[src/rtl/alarm_ringer.sv]
// Alarm responder: converts the comparator's match level into buzzer drive with snooze/dismiss.
// Optional ALARM_BEEP_PATTERN_EN gates the buzzer 1 s on / 1 s off while ringing.
module alarm_ringer #(
  parameter int RING_SEC   = 60,
  parameter int SNOOZE_SEC = 300,
  parameter int MAX_SNOOZE = 3
) (
  input  logic       clk,
  input  logic       reset,
  input  logic       sec_tick,
  input  logic       alarm_in,
  input  logic       snooze,
  input  logic       dismiss,
  output logic       buzzer,
  output logic       ringing,
  output logic       snoozed,
  output logic [2:0] snooze_count
);

  typedef enum logic [1:0] {IDLE, RINGING, SNOOZE} state_t;

  localparam logic [9:0] RING_LOAD   = 10'(RING_SEC);
  localparam logic [9:0] SNOOZE_LOAD = 10'(SNOOZE_SEC);
  localparam logic [2:0] MAX_CNT     = 3'(MAX_SNOOZE);

  state_t     r_state, w_state_nxt;
  logic [9:0] r_timer, w_timer_nxt;
  logic [2:0] r_count, w_count_nxt;
  logic       r_alarm_q;
  logic       r_buzzer, r_ringing, r_snoozed;
  logic       w_trig, w_can_snooze, w_last_sec, w_buzzer_nxt;

  assign w_trig       = alarm_in & ~r_alarm_q;
  assign w_can_snooze = (r_count < MAX_CNT);
  assign w_last_sec   = (r_timer == 10'd1);

  // Priority inside each state: dismiss > snooze > trig > tick timeout.
  always_comb begin
    // NOTE: every comb output gets a default first so no path leaves it unassigned (no latch).
    w_state_nxt = r_state;
    w_timer_nxt = r_timer;
    w_count_nxt = r_count;
    unique case (r_state)
      IDLE: begin
        if (w_trig) begin
          w_state_nxt = RINGING;
          w_timer_nxt = RING_LOAD;
          w_count_nxt = '0;
        end
      end
      RINGING: begin
        if (dismiss) begin
          w_state_nxt = IDLE;
          w_count_nxt = '0;
        end else if (snooze && w_can_snooze) begin
          w_state_nxt = SNOOZE;
          w_timer_nxt = SNOOZE_LOAD;
          w_count_nxt = r_count + 3'd1;
        end else if (sec_tick) begin
          w_timer_nxt = r_timer - 10'd1;
          if (w_last_sec) begin
            w_state_nxt = IDLE;
            w_count_nxt = '0;
          end
        end
      end
      SNOOZE: begin
        if (dismiss) begin
          w_state_nxt = IDLE;
          w_count_nxt = '0;
        end else if (w_trig) begin
          w_state_nxt = RINGING;
          w_timer_nxt = RING_LOAD;
        end else if (sec_tick) begin
          if (w_last_sec) begin
            w_state_nxt = RINGING;
            w_timer_nxt = RING_LOAD;
          end else begin
            w_timer_nxt = r_timer - 10'd1;
          end
        end
      end
      default: begin
        w_state_nxt = IDLE;
        w_count_nxt = '0;
      end
    endcase
  end

`ifdef ALARM_BEEP_PATTERN_EN
  logic r_phase, w_phase_nxt;

  always_comb begin
    w_phase_nxt = r_phase;
    if (w_state_nxt == RINGING && r_state != RINGING) w_phase_nxt = 1'b0;
    else if (r_state == RINGING && sec_tick)          w_phase_nxt = ~r_phase;
  end

  assign w_buzzer_nxt = (w_state_nxt == RINGING) & ~w_phase_nxt;

  always_ff @(posedge clk) begin
    if (reset) r_phase <= 1'b0;
    else       r_phase <= w_phase_nxt;
  end
`else
  assign w_buzzer_nxt = (w_state_nxt == RINGING);
`endif

  // Outputs are registered from the next state so they line up with the state flop.
  always_ff @(posedge clk) begin
    // NOTE: non-blocking assignments keep every flop sampling pre-edge values.
    if (reset) begin
      r_state   <= IDLE;
      r_timer   <= '0;
      r_count   <= '0;
      r_alarm_q <= 1'b0;
      r_buzzer  <= 1'b0;
      r_ringing <= 1'b0;
      r_snoozed <= 1'b0;
    end else begin
      r_state   <= w_state_nxt;
      r_timer   <= w_timer_nxt;
      r_count   <= w_count_nxt;
      r_alarm_q <= alarm_in;
      r_buzzer  <= w_buzzer_nxt;
      r_ringing <= (w_state_nxt == RINGING);
      r_snoozed <= (w_state_nxt == SNOOZE);
    end
  end

  assign buzzer       = r_buzzer;
  assign ringing      = r_ringing;
  assign snoozed      = r_snoozed;
  assign snooze_count = r_count;

endmodule

[config.mk]
export PLATFORM = sky130hd
export DESIGN_NAME = alarm_ringer
export DESIGN_NICKNAME = d
export VERILOG_FILES = /design/src/rtl/alarm_ringer.sv
export SDC_FILE = /design/constraint.sdc
export NUM_CORES = 1
export LEC_CHECK = 0
export ABC_AREA = 1
export ABC_CLOCK_PERIOD_IN_PS = 2300
export CAP_MARGIN = 40
export CORE_MARGIN = 8
export CORE_UTILIZATION = 25
export DETAILED_ROUTE_END_ITERATION = 16
export GPL_TIMING_DRIVEN = 0
export PLACE_DENSITY_LB_ADDON = 0.1
export SYNTH_ARGS = -nofsm -noshare
export SYNTH_HDL_FRONTEND = slang
export SYNTH_SLANG_ARGS = --single-unit
[constraint.sdc]
create_clock -name clk -period 2.3 [get_ports clk]
set_input_delay 0.23 -clock clk [delete_from_list [all_inputs] [get_ports clk]]
set_output_delay 0.23 -clock clk [all_outputs]
set_load 0.02 [all_outputs]
==> run summary <==
Results of the full flow below.

Status:
- The flow ran to the end, and the final reports show no timing, DRC or antenna violations.

Yosys:
- The run gives the area fraction in xor and xnor cells as 0.0216.
- The run gives the dominant cell by count in the synthesized netlist as sky130_fd_sc_hd__nand2_1.
- The run gives the number of flops mapped to enable cells by yosys as 0.
- By area the synthesized netlist is led by sky130_fd_sc_hd__dfxtp_1 (30%), sky130_fd_sc_hd__nand2_1 (15%), sky130_fd_sc_hd__ha_1 (8.2%).
- The commonest register cell is sky130_fd_sc_hd__dfxtp_1.

Setup path:
- Counting stages on the worst path, the most repeated cell is sky130_fd_sc_hd__nand2_1.
- The timing report gives the biggest stage delay along the critical path as roughly 0.43 ns.
- The run gives the startpoint of the most critical register-to-register path as r_state[0].
- The run puts the cell depth of the worst setup path at 11.

Cells and area:
- The run gives the area overhead of the layout relative to synthesis as 19.2%.
- The run gives the most common cell after layout, fill and taps aside as sky130_fd_sc_hd__nand2_1.
- Per the final report, the share of cell area in clock cells is 0.0381.
- The run gives the cell area after layout as approximately 0.0014 sq mm.
- The run gives the count of clock-net buffers in the final layout as 4.
- The run gives the flip-flop count of the largest register after layout as 10.
- The run gives the combinational gate area as approximately 710 sq um.
- The run gives the combinational share of cell area as 0.494.
- The run gives the final net count as about 220.
- According to the cell report, flip-flops and latches in the layout number 18.

Place:
- The run gives the cell area reported after detailed placement as between 0.001 and 0.0015 sq mm.
- The run puts the number of port buffers at 11.

Power and ir drop:
- The run gives the cell-internal power as between 0.0006 and 0.0007 W.
- The run gives the total power divided by cell area as between 600 and 700 mW/mm^2.
- Of the total power, registers draw 0.386.
- The analysis attributes to net switching a power of 0.000339 W.

STA:
- In the final report, the number of hold violations comes to 0.
- The run gives the worst hold slack after final layout as about 0.50 ns.
- Setup repair after global routing left no endpoint under its margin.
- The pin closest to its max-slew limit shows a slew of around 0.27 ns.
- The run gives the headroom to the max-slew limit as 0.821.
- The final timing summary puts the cycle share of the worst path at 0.844.
- The run gives the final-report max-slew violation count as 0.

Clock network:
- The run puts the maximum number of buffers from clock root to sink at 2.
- The run puts the maximum level of the CTS H-tree at 1.
- The run gives the number of sinks on the clock net as 18.
- CTS placed an instance of sky130_fd_sc_hd__clkbuf_8 at the clock tree root.
- Gates resized during post-CTS repair numbered 0.
- The run gives the clock input transition at the sequential cells of the worst setup and hold paths as ~0.080 ns.

Routing:
- The run gives the final routed DRC violation total as 0.
- The iteration count recorded for the first detailed-route pass is 4.

Floorplan:
- The run gives the total die area as around 0.0073 sq mm.
- The run puts the top-level port count at 12.
- The run puts the starting density of the core at 0.259.

Global routing:
- For met2 alone, demand over resource in global routing was 0.147.

Worst hold path:
- Checking hold timing, the worst path is listed with class flip-flop to flip-flop.
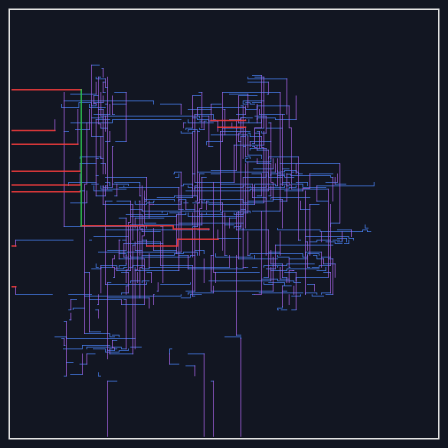
Figure 1: metal layers overlaid.
legend:
  purple:
    layer: met2
    wire_length: 1420 um
  green:
    layer: met4
    wire_length: 27.2 um
  red:
    layer: met3
    wire_length: 132 um
  blue:
    layer: met1
    wire_length: 1460 um
overall fraction of global-route tracks in use: 0.0867
number of vias after detailed routing: 1137
drt total wl: 3.03 mm

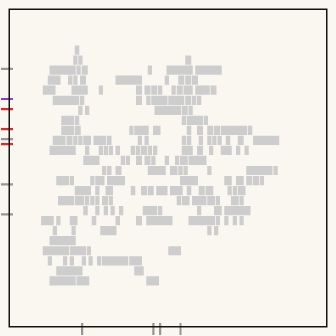
Figure 2: pin map.
Pins as bars across the die edge, other pins in grey.
legend:
  purple:
    port: reset
    pins: 1
    direction: input
    edge: west
  red:
    port: snooze_count
    pins: 3
    direction: output
    edge: west
Vert. Die Dim: 85.7 um
die x size: 85.7 um

No activity file was given, so power comes from the tool's default toggle rates.
